[src/rtl/sqg_sched.sv]
// Level sequencer for the box-count square generator:
// runs one 2x2 coarsening pass per level and arbitrates the RAM.
module sqg_sched #(
  parameter int BOX_IDX  = 3,
  parameter int MAX_BOX  = 3,
  parameter int STEP_CYC = 4
) (
  input  logic               CLK,
  input  logic               RST,
  input  logic               start,
  input  logic [BOX_IDX-1:0] levels,
  input  logic               wen_sqg,
  output logic               BC_mode,
  output logic               src_bank,
  output logic [BOX_IDX-1:0] level_idx,
  output logic [BOX_IDX:0]   level_side,
  output logic               busy,
  output logic               lvl_done,
  output logic               done,
  output logic               err,
  input  logic               host_req,
  output logic               host_gnt,
  output logic               ram_sel
);

  localparam int EW      = 2 * BOX_IDX;
  localparam int LIM_MAX = STEP_CYC * ((4 ** (BOX_IDX - 1)) + 2);
  localparam int WW0     = $clog2(LIM_MAX + 1);
  localparam int WW      = (WW0 > EW) ? WW0 : EW;

  localparam logic [2:0] S_IDLE  = 3'd0;
  localparam logic [2:0] S_LOAD  = 3'd1;
  localparam logic [2:0] S_RUN   = 3'd2;
  localparam logic [2:0] S_DRAIN = 3'd3;
  localparam logic [2:0] S_FIN   = 3'd4;

  localparam logic [BOX_IDX:0]   SIDE0  = (BOX_IDX+1)'(1) << BOX_IDX;
  localparam logic [EW-1:0]      EXP0   = EW'(1) << (EW - 2);
  localparam logic [BOX_IDX-1:0] LV_MAX = BOX_IDX'(BOX_IDX - 1);

  if (MAX_BOX < BOX_IDX) begin : g_bad_cfg
    $error("sqg_sched: MAX_BOX must be >= BOX_IDX");
  end

  logic [2:0]         state_q, state_d;
  logic [BOX_IDX-1:0] lvls_q, lvls_d;
  logic [BOX_IDX-1:0] level_idx_q, level_idx_d;
  logic               src_bank_q, src_bank_d;
  logic               err_q, err_d;
  logic [EW-1:0]      exp_q, exp_d;
  logic [WW-1:0]      lim_q, lim_d;
  logic [EW-1:0]      wr_cnt_q, wr_cnt_d;
  logic [WW-1:0]      wd_cnt_q, wd_cnt_d;
  logic               start_ok;
  logic               last_wr;

  assign start_ok = (state_q == S_IDLE) && start &&
                    (levels != '0) && (levels <= LV_MAX);
  assign last_wr  = wen_sqg && (wr_cnt_q == exp_q - EW'(1));

  always_comb begin
    state_d     = state_q;
    lvls_d      = lvls_q;
    level_idx_d = level_idx_q;
    src_bank_d  = src_bank_q;
    err_d       = 1'b0;
    exp_d       = exp_q;
    lim_d       = lim_q;
    wr_cnt_d    = wr_cnt_q;
    wd_cnt_d    = wd_cnt_q;
    case (state_q)
      S_IDLE: begin
        if (start_ok) begin
          lvls_d      = levels;
          level_idx_d = '0;
          src_bank_d  = 1'b0;
          state_d     = S_LOAD;
        end else if (start) begin
          err_d = 1'b1;
        end
      end
      S_LOAD: begin
        wr_cnt_d = '0;
        wd_cnt_d = '0;
        // exp = 4^(BOX_IDX-1-level_idx)
        exp_d    = EXP0 >> {level_idx_q, 1'b0};
        lim_d    = WW'(STEP_CYC) * (WW'(exp_d) + WW'(2));
        state_d  = S_RUN;
      end
      S_RUN: begin
        wd_cnt_d = wd_cnt_q + WW'(1);
        if (wen_sqg) wr_cnt_d = wr_cnt_q + EW'(1);
        if (last_wr) begin
          state_d = S_DRAIN;
        end else if (wd_cnt_d == lim_q) begin
          err_d   = 1'b1;
          state_d = S_IDLE;
        end
      end
      S_DRAIN: begin
        if (level_idx_q + BOX_IDX'(1) < lvls_q) begin
          level_idx_d = level_idx_q + BOX_IDX'(1);
          src_bank_d  = ~src_bank_q;
          state_d     = S_LOAD;
        end else begin
          state_d = S_FIN;
        end
      end
      S_FIN:   state_d = S_IDLE;
      default: state_d = S_IDLE;
    endcase
  end

  always_ff @(posedge CLK) begin
    if (RST) begin
      state_q     <= S_IDLE;
      lvls_q      <= '0;
      level_idx_q <= '0;
      src_bank_q  <= 1'b0;
      err_q       <= 1'b0;
      exp_q       <= '0;
      lim_q       <= '0;
      wr_cnt_q    <= '0;
      wd_cnt_q    <= '0;
    end else begin
      state_q     <= state_d;
      lvls_q      <= lvls_d;
      level_idx_q <= level_idx_d;
      src_bank_q  <= src_bank_d;
      err_q       <= err_d;
      exp_q       <= exp_d;
      lim_q       <= lim_d;
      wr_cnt_q    <= wr_cnt_d;
      wd_cnt_q    <= wd_cnt_d;
    end
  end

  assign BC_mode    = (state_q != S_RUN);
  assign ram_sel    = (state_q == S_IDLE);
  assign busy       = (state_q == S_LOAD) || (state_q == S_RUN) ||
                      (state_q == S_DRAIN);
  assign lvl_done   = (state_q == S_DRAIN);
  assign done       = (state_q == S_FIN);
  assign err        = err_q;
  assign src_bank   = src_bank_q;
  assign level_idx  = level_idx_q;
  assign level_side = SIDE0 >> level_idx_q;
  // an accepted start takes the RAM ahead of a pending host request
  assign host_gnt   = (state_q == S_IDLE) && host_req && !start_ok && !RST;

endmodule
[config.mk]
export PLATFORM = sky130hd
export DESIGN_NAME = sqg_sched
export DESIGN_NICKNAME = d
export VERILOG_FILES = /design/src/rtl/sqg_sched.sv
export SDC_FILE = /design/constraint.sdc
export NUM_CORES = 1
export LEC_CHECK = 0
export ABC_CLOCK_PERIOD_IN_PS = 2150
export CORE_MARGIN = 1.5
export CORE_UTILIZATION = 54
export DETAILED_ROUTE_END_ITERATION = 6
export PLACE_DENSITY = 0.79
export SLEW_MARGIN = 20
export SYNTH_ARGS = -nofsm -noshare
export SYNTH_HDL_FRONTEND = slang
export SYNTH_SLANG_ARGS = --single-unit
[constraint.sdc]
create_clock -name CLK -period 2.15 [get_ports CLK]
set_input_delay 0.43 -clock CLK [delete_from_list [all_inputs] [get_ports CLK]]
set_output_delay 0.43 -clock CLK [all_outputs]
set_load 0.03 [all_outputs]
==> impl_metrics.tcl <==
# implementation run metrics
set metrics [dict create \
    status "finished with violations" \
    violations "DRC, setup timing" \
    max-clock-path-buffers 2 \
    grt_usage_pct 24.0 \
    n_antenna_cell 0 \
    fmaxAchievable_ghz 0.463 \
    cp.arrival_ns 1.73 \
    ff2ff_path_depth 8 \
    n_tap_cell 31 \
    ys_cells 200 \
    slew_headroom_pct 69.4 \
    mi_logic_area_um2 1000 \
    critPathLaunchType "primary input" \
    cap_viol_max_count 0 \
    clock-skew-final_ns 0.00960 \
    antenna_found_initial 0 \
    crit_fanout 3 \
    power_density_nw_per_um2 792 \
    dpl.hpwl_mm 2.75 \
    startpoint "levels[1]" \
    p_leak_uw 0.000829 \
    hold_viol_final 0 \
    grt_pass1_vias 1457 \
    warnings 29 \
    nFillCells 236 \
    finalWorstSetupSlack_ns -0.00906 \
    rrSetupSlack_ns 0.11 \
    comb_area_share_pct 51.3 \
    yosys_most_used_dff "dfxtp_1" \
    grt_max_degree 30 \
    ios 23 \
    cts_tree "built" \
    fp_util_pct 57.4 \
    lay_top_cells "nor2_1 (30), dfxtp_1 (23), inv_1 (12), a21oi_1 (12), clkdlybuf4s50_1 (12)" \
    endpoint "host_gnt" \
    crit_required_ns 1.72 \
    r2r_start "level_idx[0]" \
    finalNetCount 245 \
    netlist_instances 200 \
    path_class "primary input to output port" \
    seq_cells 28 \
    fin_crit_sh_pct 100 \
    htree_levels 1 \
    grt_first_pass_wirelength_mm 6.31 \
    die_x_um 57.6 \
    ys_types 38 \
    chip_area_um2 3320 \
    endpoint_kind "output port" \
    syn_to_final_growth_pct 21.0 \
    drtIter0Drc 76 \
    drc 2 \
    die_h_um 57.6 \
    synth-edff-count 0 \
    fin_crit_ns 2.16 \
    num-multi-input-gates 152 \
    r2r-end "level_idx[0]" \
    core_area_um2 2810 \
    ys.warnings.count 0 \
    fin_setup_tns_ns -0.00906 \
    cts_root_buffer "clkbuf_4" \
    syn_avg_cell_area_um2 8.06 \
    max_slew.worst_pin.slew_ns 0.459 \
    synthArstFlopShare_pct 0 \
    synth-area-yosys_um2 1610 \
    ys_ff 28 \
    wl_per_cell_um 15.4 \
    dr.pass1.iters 6 \
    io_buffers 22 \
    finalSetupViolations 1 \
    grt_overflow 0 \
    synth_seq_share_pct 34.8 \
    inv_count 12 \
    routed_wl_mm 3.95 \
    drive_gt1_share_pct 10.7 \
    hp-class "flip-flop to flip-flop" \
    mostFrequentLayoutCell "nor2_1" \
    total_power_uw 1540 \
    clock_area_share_pct 1.16 \
    nonClkBufAreaFrac_pct 14.0 \
    clock_sinks 28 \
    vdd_ir_drop_max_mv 0.446 \
    netlist_area_um2 1610 \
    place_congestion 0.829 \
    vias 1507 \
    via_per_inst 5.89 \
    finalMaxSlewViolations 0 \
    clkTransAtPathRegs_ns 0.15 \
    largest_class "multi-input combinational cells" \
    antenna_left 0 \
    syn-num-nets 218 \
]
[synthesized netlist by cell type, types with 2 or more instances]
library cell / number / area share (%)
a211oi_1: 4 / 1.9
a21oi_1: 12 / 3.7
a22oi_1: 2 / 0.93
a31oi_1: 2 / 0.78
and2_1: 2 / 0.78
and3_1: 3 / 1.2
clkbuf_1: 5 / 1.2
dfxtp_1: 28 / 35
ha_1: 10 / 7.8
inv_1: 12 / 2.8
mux2i_1: 3 / 1.9
nand2_1: 10 / 2.3
nand2b_1: 6 / 2.3
nand3_1: 5 / 1.6
nand3b_1: 3 / 1.4
nand4_1: 4 / 1.6
nor2_1: 30 / 7.0
nor2b_1: 6 / 2.3
nor3_1: 8 / 2.5
nor3b_1: 3 / 1.4
o211a_1: 2 / 1.2
o21a_1: 2 / 0.93
o21ai_0: 7 / 2.2
o21ai_1: 2 / 0.62
o32ai_1: 2 / 1.1
or4_1: 2 / 0.93
xnor2_1: 5 / 2.7
xor2_1: 10 / 5.4
[stage by stage]
step | setup slack, ns | cell area, um2 | hold WS (ns) | cells | util [%]
after floorplan | 0.0506 | 1620 | 0.427 | 200 | -
after global placement | 0.0717 | 1880 | 0.449 | 250 | 66.9
after detailed placement | -0.0505 | 1880 | 0.463 | 250 | 66.9
after CTS | 0.00166 | 1900 | 0.482 | 253 | 67.7
after global routing | -0.0817 | 1950 | 0.496 | 256 | 69.5
final | -0.00906 | 1950 | 0.481 | 256 | 69.5
[cell families (layout without fill, tap and decap cells)]
kind of cell	after synthesis	count (layout)	share of synthesized area [%]
fa+ha+maj	10	10	7.76
simple gates	85	85	26.8
xor+xnor	15	15	8.15
flops	28	28	34.8
compound gates	39	39	15.5
mux	3	3	1.86
buf+inv	20	45	5.20
[state kept, by name (all words and copies together) (netlist names)]
signal	count
wd_cnt_q	7
level_idx	3
exp_q	3
wr_cnt_q	6
src_bank	1
err	1
lvls_q	3
lim_q	1
state_q	3
[critical path, stage by stage]
cell and delay (ns):
clkdlybuf4s50_1 0.52, xor2_1 0.25, nand3b_1 0.18, nand2_2 0.13, nor3b_2 0.05, buf_4 0.17
[power by group]
part / leakage [uW] / internal, uW / switching (uW)
clock: 0.0000138 / 66.0 / 160
sequential: 0.000229 / 570 / 82.4
combinational: 0.000586 / 266 / 399
[timing repair]
action	4_1_cts	5_1_grt
endpoints found under the hold margin	0	0
hold buffers	0	0
resized	10	11
setup endpoints to repair	11	7
setup buffers	0	3
pin swaps	0	2
gates cloned	0	0
[metal layers]
metal  global-route usage, %  vias to the layer above  part of all wire [%]
met5                       0                        -                     0
met4                    11.3                        0                   2.9
met3                    4.46                       12                   4.7
met2                    41.1                       47                    51
met1                    29.1                      707                    42
li1                        -                      741                     -
[how the worst min path moves through the flow]
stage          startpoint   endpoint  slack, ns  cells past startpoint
6_report        lvls_q[2]  lvls_q[2]       0.48                      2
5_1_grt         lvls_q[2]  lvls_q[2]       0.50                      2
4_1_cts         lvls_q[2]  lvls_q[2]       0.48                      2
3_5_place_dp    lvls_q[2]  lvls_q[2]       0.46                      2
3_3_place_gp    lvls_q[2]  lvls_q[2]       0.45                      2
2_1_floorplan   lvls_q[2]  lvls_q[2]       0.43                      2
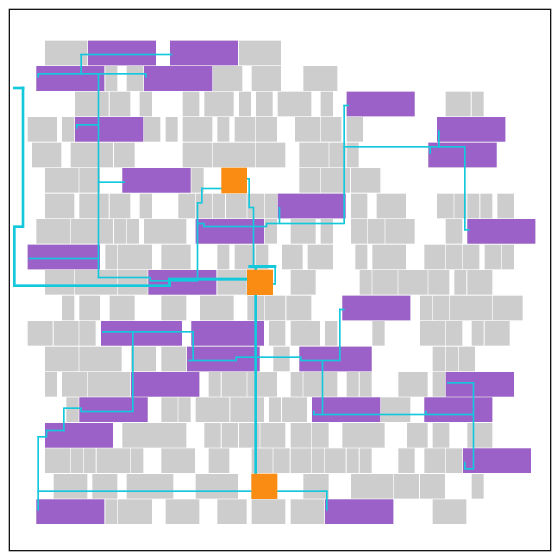
Fig. 1. Clock distribution.
legend:
  purple:
    item: flip-flops
    count: 28
  cyan:
    item: clock wires
    length: 364 um
  orange:
    item: clock drivers
    count: 3
flops lie: all over the die
routed clock nets: 4
Worst-Skew Late Latency: 0.34 ns
power in the clock group: 226 uW
Clk pwr share: 14.6%

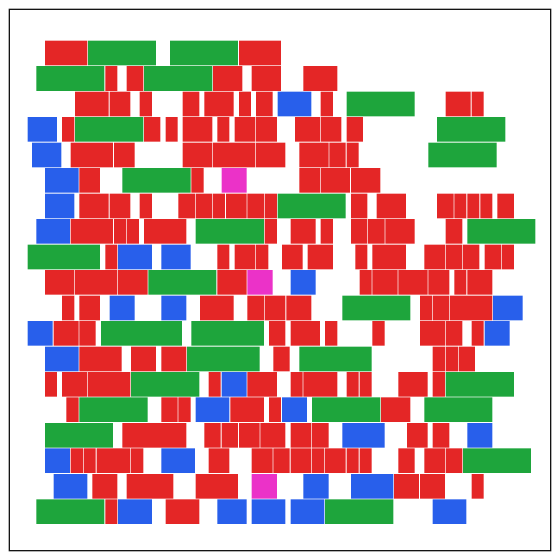
Fig. 2. Cells colored by class.
legend:
  blue:
    class: remaining buffers and delay cells
    cells: 30
  green:
    class: sequential cells
    cells: 28
  red:
    class: combinational and other logic
    cells: 164
  magenta:
    class: clock drivers
    cells: 3
flop share of the area: 29.2%
standard-cell rows: 19
final core occ: 69.5%

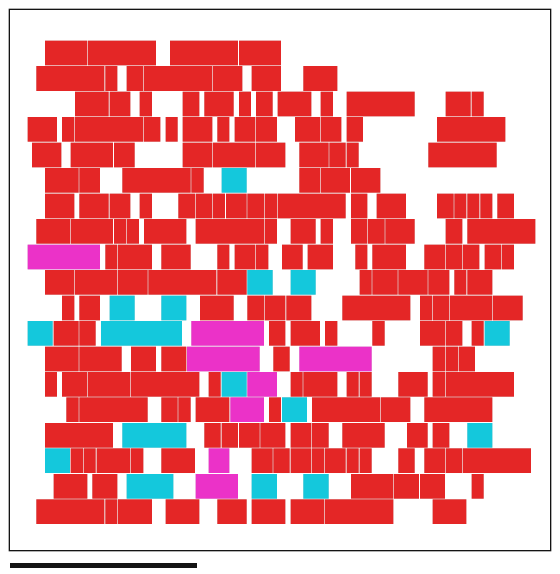
Fig. 3. Cells by drive strength.
Scale bar: 20 um.
legend:
  red:
    size: _0 and _1 cells
    cells: 201
    share: 89%
  magenta:
    size: _2 cells
    cells: 8
    share: 3.6%
  cyan:
    size: _3 and _4 cells
    cells: 16
    share: 7.1%
Worst Slack Setup Final: -0.00906 ns
final instance area: 1950 um2
Signal buffers: 30

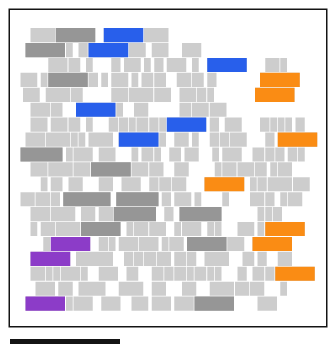
Fig. 4. Sequential cells colored by netlist name.
Scale bar: 20 um. Other sequential cells in the stronger gray, the rest of the logic in the fainter gray.
legend:
  purple:
    name_in_the_netlist: lvls_q
    flops: 3
  orange:
    name_in_the_netlist: wd_cnt_q
    flops: 7
  blue:
    name_in_the_netlist: wr_cnt_q
    flops: 6
not colored: 12
P_seq: 652 uW
Reg area: 569 um2

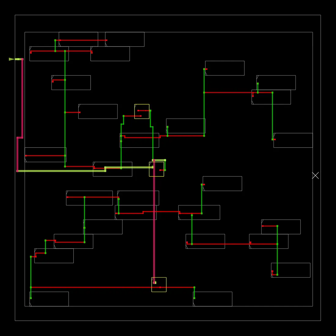
Fig. 5. Clock wiring as the flow saved it.
clkbuf count: 3
Num CTS Buffers: 3

Power figures rest on the tool's default switching activity, not on a simulated workload.
